[src/rtl/ram_arbiter_if.sv]
`default_nettype none
// ============================================================================
// Module      : ram_arbiter_if
// Description : Bundle of the two requester handshakes and the RAM command
//               bus seen by ram_arbiter. Names are from the arbiter's view:
//               i_* are driven into the arbiter, o_* are driven by it.
// Revision    : 1.0 - initial release
// ============================================================================
interface ram_arbiter_if #(
  parameter int ADDR_W = 16,
  parameter int DATA_W = 8
);
  // requester 0 (instruction fetch)
  logic              i_req0;
  logic              i_we0;
  logic [ADDR_W-1:0] i_a0;
  logic [DATA_W-1:0] i_d0;
  logic              o_gnt0;
  logic              o_done0;
  logic [DATA_W-1:0] o_q0;
  logic              o_err0;
  // requester 1 (LSU data)
  logic              i_req1;
  logic              i_we1;
  logic [ADDR_W-1:0] i_a1;
  logic [DATA_W-1:0] i_d1;
  logic              o_gnt1;
  logic              o_done1;
  logic [DATA_W-1:0] o_q1;
  logic              o_err1;
  // single-port RAM command bus
  logic [ADDR_W-1:0] o_ram_a;
  logic [DATA_W-1:0] o_ram_d;
  logic              o_ram_re;
  logic              o_ram_we;
  logic [DATA_W-1:0] i_ram_q;
  // status
  logic              o_busy;

  // arbiter side
  modport slave (
    input  i_req0, i_we0, i_a0, i_d0,
    input  i_req1, i_we1, i_a1, i_d1,
    input  i_ram_q,
    output o_gnt0, o_done0, o_q0, o_err0,
    output o_gnt1, o_done1, o_q1, o_err1,
    output o_ram_a, o_ram_d, o_ram_re, o_ram_we,
    output o_busy
  );

  // requesters + RAM side
  modport master (
    output i_req0, i_we0, i_a0, i_d0,
    output i_req1, i_we1, i_a1, i_d1,
    output i_ram_q,
    input  o_gnt0, o_done0, o_q0, o_err0,
    input  o_gnt1, o_done1, o_q1, o_err1,
    input  o_ram_a, o_ram_d, o_ram_re, o_ram_we,
    input  o_busy
  );
endinterface
`default_nettype wire

[src/rtl/ram_arbiter.sv]
`default_nettype none
// ============================================================================
// Module      : ram_arbiter
// Description : Two-port arbiter/sequencer in front of a single-port RAM with
//               registered read (1-cycle q latency). One RAM command per
//               transaction, read data captured and returned with done,
//               out-of-range addresses flagged with err and never forwarded.
// Revision    : 1.0 - initial release
// ============================================================================
module ram_arbiter #(
  parameter int ADDR_W     = 16,
  parameter int DATA_W     = 8,
  parameter int RAM_SIZE   = 32768,
  parameter int PRIO_FIXED = 0
) (
  input  wire logic   clk,
  input  wire logic   rst_n,
  ram_arbiter_if.slave bus
);

  // --------------------------------------------------------------------------
  // Constants
  // --------------------------------------------------------------------------
  localparam logic [1:0]  c_IDLE   = 2'd0;
  localparam logic [1:0]  c_ACCESS = 2'd1;
  localparam logic [1:0]  c_RESP   = 2'd2;
  localparam logic [31:0] c_LIMIT  = RAM_SIZE;

  // --------------------------------------------------------------------------
  // State and registered outputs
  // --------------------------------------------------------------------------
  logic [1:0]        r_state;
  logic [1:0]        w_state_nxt;

  logic              r_last;     // port that won the most recent grant
  logic              r_port;     // port owning the transaction in flight
  logic              r_we;       // latched write flag of that transaction
  logic              r_oor;      // latched out-of-range flag

  logic              r_gnt0;
  logic              r_gnt1;
  logic              r_done0;
  logic              r_done1;
  logic              r_err0;
  logic              r_err1;
  logic [DATA_W-1:0] r_q0;
  logic [DATA_W-1:0] r_q1;
  logic [ADDR_W-1:0] r_ram_a;
  logic [DATA_W-1:0] r_ram_d;
  logic              r_ram_re;
  logic              r_ram_we;
  logic              r_busy;

  // next values of everything above
  logic              w_last;
  logic              w_port;
  logic              w_we;
  logic              w_oor;
  logic              w_gnt0;
  logic              w_gnt1;
  logic              w_done0;
  logic              w_done1;
  logic              w_err0;
  logic              w_err1;
  logic [DATA_W-1:0] w_q0;
  logic [DATA_W-1:0] w_q1;
  logic [ADDR_W-1:0] w_ram_a;
  logic [DATA_W-1:0] w_ram_d;
  logic              w_ram_re;
  logic              w_ram_we;

  // --------------------------------------------------------------------------
  // Arbitration and request selection
  // --------------------------------------------------------------------------
  logic              w_any;
  logic              w_win;
  logic              w_sel_we;
  logic [ADDR_W-1:0] w_sel_a;
  logic [DATA_W-1:0] w_sel_d;
  logic              w_sel_oor;

  assign w_any = bus.i_req0 | bus.i_req1;

  // Pick the winner: a lone requester wins; a tie goes to port 0 under fixed
  // priority, otherwise to the port that did not win last time.
  always_comb begin
    w_win = bus.i_req1;
    if (bus.i_req0 && bus.i_req1) begin
      if (PRIO_FIXED != 0) begin
        w_win = 1'b0;
      end else begin
        w_win = ~r_last;
      end
    end
  end

  // Mux the winner's command fields and range-check its address.
  always_comb begin
    w_sel_we  = w_win ? bus.i_we1 : bus.i_we0;
    w_sel_a   = w_win ? bus.i_a1  : bus.i_a0;
    w_sel_d   = w_win ? bus.i_d1  : bus.i_d0;
    w_sel_oor = ({{(32-ADDR_W){1'b0}}, w_sel_a} >= c_LIMIT);
  end

  // --------------------------------------------------------------------------
  // FSM: state register
  // --------------------------------------------------------------------------
  // Hold the sequencer state; reset returns it to IDLE immediately.
  always_ff @(posedge clk or negedge rst_n) begin
    if (!rst_n) begin
      r_state <= c_IDLE;
    end else begin
      r_state <= w_state_nxt;
    end
  end

  // --------------------------------------------------------------------------
  // FSM: next-state logic
  // --------------------------------------------------------------------------
  // IDLE accepts any request; writes and rejected addresses finish after the
  // single ACCESS cycle, reads take one more cycle for the RAM's q.
  always_comb begin
    w_state_nxt = r_state;
    case (r_state)
      c_IDLE:   w_state_nxt = w_any ? c_ACCESS : c_IDLE;
      c_ACCESS: w_state_nxt = (r_oor || r_we) ? c_IDLE : c_RESP;
      c_RESP:   w_state_nxt = c_IDLE;
      default:  w_state_nxt = c_IDLE;
    endcase
  end

  // --------------------------------------------------------------------------
  // FSM: output logic (next values of the registered outputs)
  // --------------------------------------------------------------------------
  // Pulses default low, held data defaults to its current value; each state
  // overrides only what it produces.
  always_comb begin
    w_gnt0   = 1'b0;
    w_gnt1   = 1'b0;
    w_done0  = 1'b0;
    w_done1  = 1'b0;
    w_err0   = 1'b0;
    w_err1   = 1'b0;
    w_q0     = r_q0;
    w_q1     = r_q1;
    w_ram_a  = r_ram_a;
    w_ram_d  = r_ram_d;
    w_ram_re = 1'b0;
    w_ram_we = 1'b0;
    w_last   = r_last;
    w_port   = r_port;
    w_we     = r_we;
    w_oor    = r_oor;
    case (r_state)
      c_IDLE: begin
        if (w_any) begin
          w_last = w_win;
          w_port = w_win;
          w_we   = w_sel_we;
          w_oor  = w_sel_oor;
          if (w_win) begin
            w_gnt1 = 1'b1;
          end else begin
            w_gnt0 = 1'b1;
          end
          // a rejected address never reaches the RAM pins
          if (!w_sel_oor) begin
            w_ram_a  = w_sel_a;
            w_ram_d  = w_sel_d;
            w_ram_we = w_sel_we;
            w_ram_re = ~w_sel_we;
          end
        end
      end
      c_ACCESS: begin
        if (r_oor) begin
          if (r_port) begin
            w_done1 = 1'b1;
            w_err1  = 1'b1;
            w_q1    = '0;
          end else begin
            w_done0 = 1'b1;
            w_err0  = 1'b1;
            w_q0    = '0;
          end
        end else if (r_we) begin
          if (r_port) begin
            w_done1 = 1'b1;
          end else begin
            w_done0 = 1'b1;
          end
        end
      end
      c_RESP: begin
        // the RAM's q is only meaningful one cycle after the read strobe
        if (r_port) begin
          w_done1 = 1'b1;
          w_q1    = bus.i_ram_q;
        end else begin
          w_done0 = 1'b1;
          w_q0    = bus.i_ram_q;
        end
      end
      default: begin
      end
    endcase
  end

  // --------------------------------------------------------------------------
  // Output and transaction registers
  // --------------------------------------------------------------------------
  // Register every output so the RAM and requesters see glitch-free signals;
  // reset clears them all (last=1 so the first tie goes to port 0).
  always_ff @(posedge clk or negedge rst_n) begin
    if (!rst_n) begin
      r_last   <= 1'b1;
      r_port   <= 1'b0;
      r_we     <= 1'b0;
      r_oor    <= 1'b0;
      r_gnt0   <= 1'b0;
      r_gnt1   <= 1'b0;
      r_done0  <= 1'b0;
      r_done1  <= 1'b0;
      r_err0   <= 1'b0;
      r_err1   <= 1'b0;
      r_q0     <= '0;
      r_q1     <= '0;
      r_ram_a  <= '0;
      r_ram_d  <= '0;
      r_ram_re <= 1'b0;
      r_ram_we <= 1'b0;
      r_busy   <= 1'b0;
    end else begin
      r_last   <= w_last;
      r_port   <= w_port;
      r_we     <= w_we;
      r_oor    <= w_oor;
      r_gnt0   <= w_gnt0;
      r_gnt1   <= w_gnt1;
      r_done0  <= w_done0;
      r_done1  <= w_done1;
      r_err0   <= w_err0;
      r_err1   <= w_err1;
      r_q0     <= w_q0;
      r_q1     <= w_q1;
      r_ram_a  <= w_ram_a;
      r_ram_d  <= w_ram_d;
      r_ram_re <= w_ram_re;
      r_ram_we <= w_ram_we;
      r_busy   <= (w_state_nxt != c_IDLE);
    end
  end

  // --------------------------------------------------------------------------
  // Port mapping
  // --------------------------------------------------------------------------
  assign bus.o_gnt0   = r_gnt0;
  assign bus.o_gnt1   = r_gnt1;
  assign bus.o_done0  = r_done0;
  assign bus.o_done1  = r_done1;
  assign bus.o_err0   = r_err0;
  assign bus.o_err1   = r_err1;
  assign bus.o_q0     = r_q0;
  assign bus.o_q1     = r_q1;
  assign bus.o_ram_a  = r_ram_a;
  assign bus.o_ram_d  = r_ram_d;
  assign bus.o_ram_re = r_ram_re;
  assign bus.o_ram_we = r_ram_we;
  assign bus.o_busy   = r_busy;

endmodule
`default_nettype wire

[src/flat_wrapper.sv]
// flat-port wrapper written by rule: the top's interface ports become plain ports
module ram_arbiter_flat 
#(
  parameter int ADDR_W     = 16,
  parameter int DATA_W     = 8,
  parameter int RAM_SIZE   = 32768,
  parameter int PRIO_FIXED = 0
)
  (clk, rst_n, bus_i_req0, bus_i_we0, bus_i_a0, bus_i_d0, bus_i_req1, bus_i_we1, bus_i_a1, bus_i_d1, bus_i_ram_q, bus_o_gnt0, bus_o_done0, bus_o_q0, bus_o_err0, bus_o_gnt1, bus_o_done1, bus_o_q1, bus_o_err1, bus_o_ram_a, bus_o_ram_d, bus_o_ram_re, bus_o_ram_we, bus_o_busy);
  ram_arbiter_if #(.ADDR_W(ADDR_W), .DATA_W(DATA_W)) bus_i ();
  input  wire logic clk;
  input  wire logic rst_n;
  input wire logic [$bits(bus_i.i_req0)-1:0] bus_i_req0;
  input wire logic [$bits(bus_i.i_we0)-1:0] bus_i_we0;
  input wire logic [$bits(bus_i.i_a0)-1:0] bus_i_a0;
  input wire logic [$bits(bus_i.i_d0)-1:0] bus_i_d0;
  input wire logic [$bits(bus_i.i_req1)-1:0] bus_i_req1;
  input wire logic [$bits(bus_i.i_we1)-1:0] bus_i_we1;
  input wire logic [$bits(bus_i.i_a1)-1:0] bus_i_a1;
  input wire logic [$bits(bus_i.i_d1)-1:0] bus_i_d1;
  input wire logic [$bits(bus_i.i_ram_q)-1:0] bus_i_ram_q;
  output wire logic [$bits(bus_i.o_gnt0)-1:0] bus_o_gnt0;
  output wire logic [$bits(bus_i.o_done0)-1:0] bus_o_done0;
  output wire logic [$bits(bus_i.o_q0)-1:0] bus_o_q0;
  output wire logic [$bits(bus_i.o_err0)-1:0] bus_o_err0;
  output wire logic [$bits(bus_i.o_gnt1)-1:0] bus_o_gnt1;
  output wire logic [$bits(bus_i.o_done1)-1:0] bus_o_done1;
  output wire logic [$bits(bus_i.o_q1)-1:0] bus_o_q1;
  output wire logic [$bits(bus_i.o_err1)-1:0] bus_o_err1;
  output wire logic [$bits(bus_i.o_ram_a)-1:0] bus_o_ram_a;
  output wire logic [$bits(bus_i.o_ram_d)-1:0] bus_o_ram_d;
  output wire logic [$bits(bus_i.o_ram_re)-1:0] bus_o_ram_re;
  output wire logic [$bits(bus_i.o_ram_we)-1:0] bus_o_ram_we;
  output wire logic [$bits(bus_i.o_busy)-1:0] bus_o_busy;
  assign bus_i.i_req0 = bus_i_req0;
  assign bus_i.i_we0 = bus_i_we0;
  assign bus_i.i_a0 = bus_i_a0;
  assign bus_i.i_d0 = bus_i_d0;
  assign bus_i.i_req1 = bus_i_req1;
  assign bus_i.i_we1 = bus_i_we1;
  assign bus_i.i_a1 = bus_i_a1;
  assign bus_i.i_d1 = bus_i_d1;
  assign bus_i.i_ram_q = bus_i_ram_q;
  assign bus_o_gnt0 = bus_i.o_gnt0;
  assign bus_o_done0 = bus_i.o_done0;
  assign bus_o_q0 = bus_i.o_q0;
  assign bus_o_err0 = bus_i.o_err0;
  assign bus_o_gnt1 = bus_i.o_gnt1;
  assign bus_o_done1 = bus_i.o_done1;
  assign bus_o_q1 = bus_i.o_q1;
  assign bus_o_err1 = bus_i.o_err1;
  assign bus_o_ram_a = bus_i.o_ram_a;
  assign bus_o_ram_d = bus_i.o_ram_d;
  assign bus_o_ram_re = bus_i.o_ram_re;
  assign bus_o_ram_we = bus_i.o_ram_we;
  assign bus_o_busy = bus_i.o_busy;
  ram_arbiter #(.ADDR_W(ADDR_W), .DATA_W(DATA_W), .RAM_SIZE(RAM_SIZE), .PRIO_FIXED(PRIO_FIXED)) u_core (.clk(clk), .rst_n(rst_n), .bus(bus_i));
endmodule
[config.mk]
export PLATFORM = sky130hd
export DESIGN_NAME = ram_arbiter_flat
export DESIGN_NICKNAME = d
export VERILOG_FILES = /design/src/rtl/ram_arbiter_if.sv /design/src/rtl/ram_arbiter.sv /design/src/flat_wrapper.sv
export SDC_FILE = /design/constraint.sdc
export NUM_CORES = 1
export LEC_CHECK = 0
export CORE_ASPECT_RATIO = 1.25
export CORE_MARGIN = 2
export CORE_UTILIZATION = 38
export DETAILED_ROUTE_END_ITERATION = 8
export PLACE_DENSITY = 0.77
export SYNTH_ARGS = -nofsm -noshare
export SYNTH_HDL_FRONTEND = slang
export SYNTH_SLANG_ARGS = --single-unit
[constraint.sdc]
create_clock -name clk -period 1.7 [get_ports clk]
set_input_delay 0.51 -clock clk [delete_from_list [all_inputs] [get_ports clk]]
set_output_delay 0.51 -clock clk [all_outputs]
set_load 0.02 [all_outputs]
Figure 1. Close-up of the layout.
Region (18, 27) to (58, 67) µm. Cells in gray, sequential cells in the stronger gray; small squares are vias.
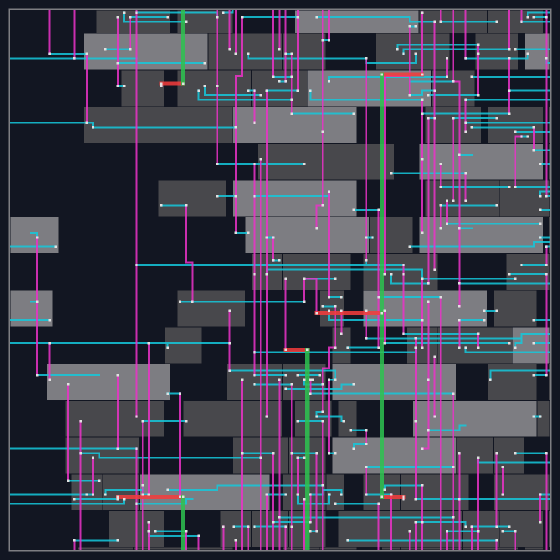
legend:
  green:
    layer: met4
  red:
    layer: met3
  magenta:
    layer: met2
  cyan:
    layer: met1
netlist names of flops here include: `u_core.bus.o_ram_d` (4), `u_core.bus.o_ram_a` (3)
cells with their middle in the window: 72
most frequent: dfrtp_1 (13), buf_4 (8)
sequential cells in the window: 14

Figure 2. Routed metal, one color a layer.
(4 px per µm) Only two layers are drawn.
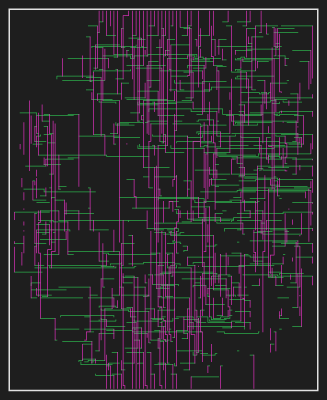
legend:
  green:
    layer: met1
    wire_length: 2400 µm
  magenta:
    layer: met2
    wire_length: 3090 µm

==> commit_impl_results.txt <==
Add synthesis and place-and-route results

- Amount of wire on met3 after detailed routing: 278 µm
- Total inserted antenna cells: 0
- The final reports fail on negative setup slack.
- The commonest register cell is dfrtp_1.
* CTS tree: built
- The number of antenna violations at the first check in global routing came to 0.
* Endpoints failing setup: 13
- The netlist uses 25 different library cells.
* Detailed Routing Iterations Pass 1: 4
* Placed wire-length estimate: 4240 µm
* Most instantiated cells after synthesis: dfrtp_1 (54), mux2_2 (47), mux2_4 (16)
- Sort of element at the end of the critical path: register
- Once routing completed, OpenROAD measured the worst setup slack at -0.0180 ns.
- Setup repair after global routing could not meet its margin everywhere.
* Clock Latency Late Sink: 0.30 ns
- Total global routing track utilization: 16.5%
- Remaining number of nets flagged by the antenna check after routing: 0
* Library cell with the highest instance count after synthesis: dfrtp_1
- Flip-flop and latch count after synthesis: 55
- Die boundary width: 76.7 µm
- Synthesized area per cell: 15.0 µm²
- The via count of the first global-routing pass came to 1910.
- Part of the power in the clock network: 13.5%
- The run finished, with violations left.
- Synthesized instance count: 168
- Remaining global-route overflow: 0
- The highest layer touched by signal routing is met4.
- In this run switching power makes up 34.9% of total power.
- In this run, the combinational gates consume 52.4% of the power.
- Max-slew check failures listed in the final report amount to 0.
Figure 3. Metal 2.
(4 px per µm) Cells faint in the background.
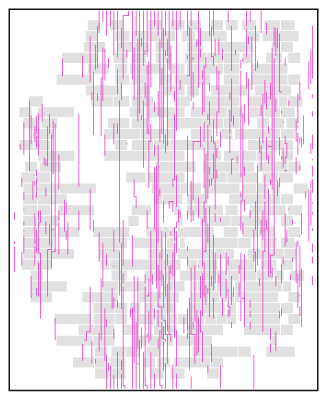
longest straight run: 49.1 µm
share of all routed wire: 53%
number of vias in the routed layout: 1806
final WL: 5860 µm

Figure 4. Placed standard cells.
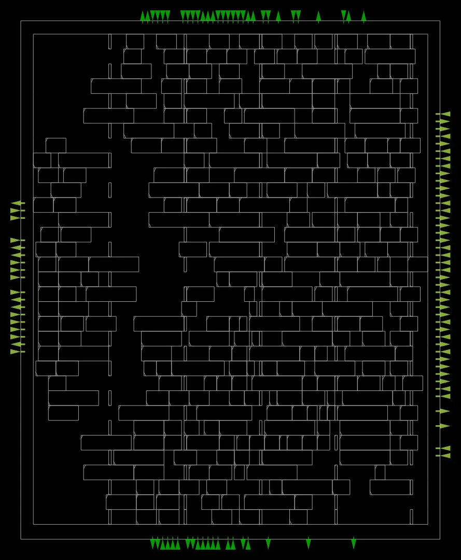
placeable core region: 6480 µm²
row cnt: 33
flip-flop and latch share of the layout cell area: 34.3%
number of sequential storage elements: 55
number of filler cells placed in the layout: 533

area by class of cell:
cell class              instances  area, µm²
multi-input cells             102       1110
inverters                       5       18.8
well taps                      87        109
clock inverters                 2       37.5
flip-flops and latches         55       1380
fillers                       533       2470
clock buffers                   5       68.8
repair buffers                133       1290
placed cells by master (no fill, tap or decap), types with 3 or more instances in the layout:
cell type	Yosys	final
clkdlybuf4s50_1	0	58
dfrtp_1	54	54
dlygate4sd2_1	0	51
mux2_2	47	40
mux2_4	16	23
buf_4	0	15
and2_1	11	10
clkbuf_8	0	5
buf_12	0	4
inv_1	5	3
o21ai_0	3	3
nor2_1	3	3
kinds of logic (layout without fill, tap and decap cells):
kind of cell / count (synthesis) / in the layout / synth area share [%]
flip-flops: 55 / 55 / 54.8
multiplexers: 64 / 64 / 31.0
adder cells (fa/ha/maj): 3 / 3 / 1.49
AND-OR/OR-AND: 10 / 10 / 3.53
buffers and inverters: 11 / 145 / 3.48
AND/OR/NAND/NOR: 25 / 25 / 5.67
worst register-to-register path: cells and delay by family, from the launching register on:
family                   cells  cell delay, ns
AND/OR/NAND/NOR              1            0.06
flip-flops                   1            0.40
adder cells (fa/ha/maj)      1            0.16
buffers and inverters        3            0.39
AND-OR/OR-AND                1            0.29
multiplexers                 1            0.31
path summary, 6_finish.rpt:
kind | from | end | slack (ns) | cells past startpoint
min in group clk | u_core.bus.o_q0[1]$_DFFE_PN0P_ | u_core.bus.o_q0[1]$_DFFE_PN0P_ | 0.51 | 1
worst max-delay path | u_core.r_state[1]$_DFF_PN0_ | u_core.bus.o_ram_d[2]$_DFFE_PN0P_ | -0.02 | 7
worst min register to register | u_core.bus.o_q0[1]$_DFFE_PN0P_ | u_core.bus.o_q0[1]$_DFFE_PN0P_ | 0.51 | 1
max in group asynchronous | rst_n | u_core.r_last$_DFFE_PN1P_ | 1.23 | 2
worst min-delay path | rst_n | u_core.bus.o_err1$_DFF_PN0_ | 0.19 | 2
worst max register to register | u_core.r_state[1]$_DFF_PN0_ | u_core.bus.o_ram_d[2]$_DFFE_PN0P_ | -0.02 | 7
metal layers:
layer  track usage (%)  up-vias
li1                  -      849
met1              19.2      879
met2              30.1       69
met3              3.54        9
met4              5.30        0
met5                 0        -
flip-flops by register name, indices dropped and copies added (netlist names), 2 cells and up:
name	cells
u_core.bus.o_q0	8
u_core.bus.o_q1	8
u_core.r_state	2
u_core.bus.o_ram_a	16
u_core.bus.o_ram_d	8
what timing repair did:
item	4_1_cts	5_1_grt
endpoints found under the setup margin	85	36
hold endpoints to repair	0	0
buffers inserted	4	1
hold buffers	0	0
gates cloned	1	0
resized	73	1
pin swaps	3	1
power groups by stage:
stage,Sequential (mW),Combinational [mW],Clock (mW)
global route,2.19,3.45,0.918
global placement,2.13,3.25,0
finish,2.12,3.24,0.837
floorplan,2.68,1.23,0
detailed placement,2.14,3.29,0
CTS,2.11,3.27,0.868
No activity file was given, so power comes from the tool's default toggle rates.
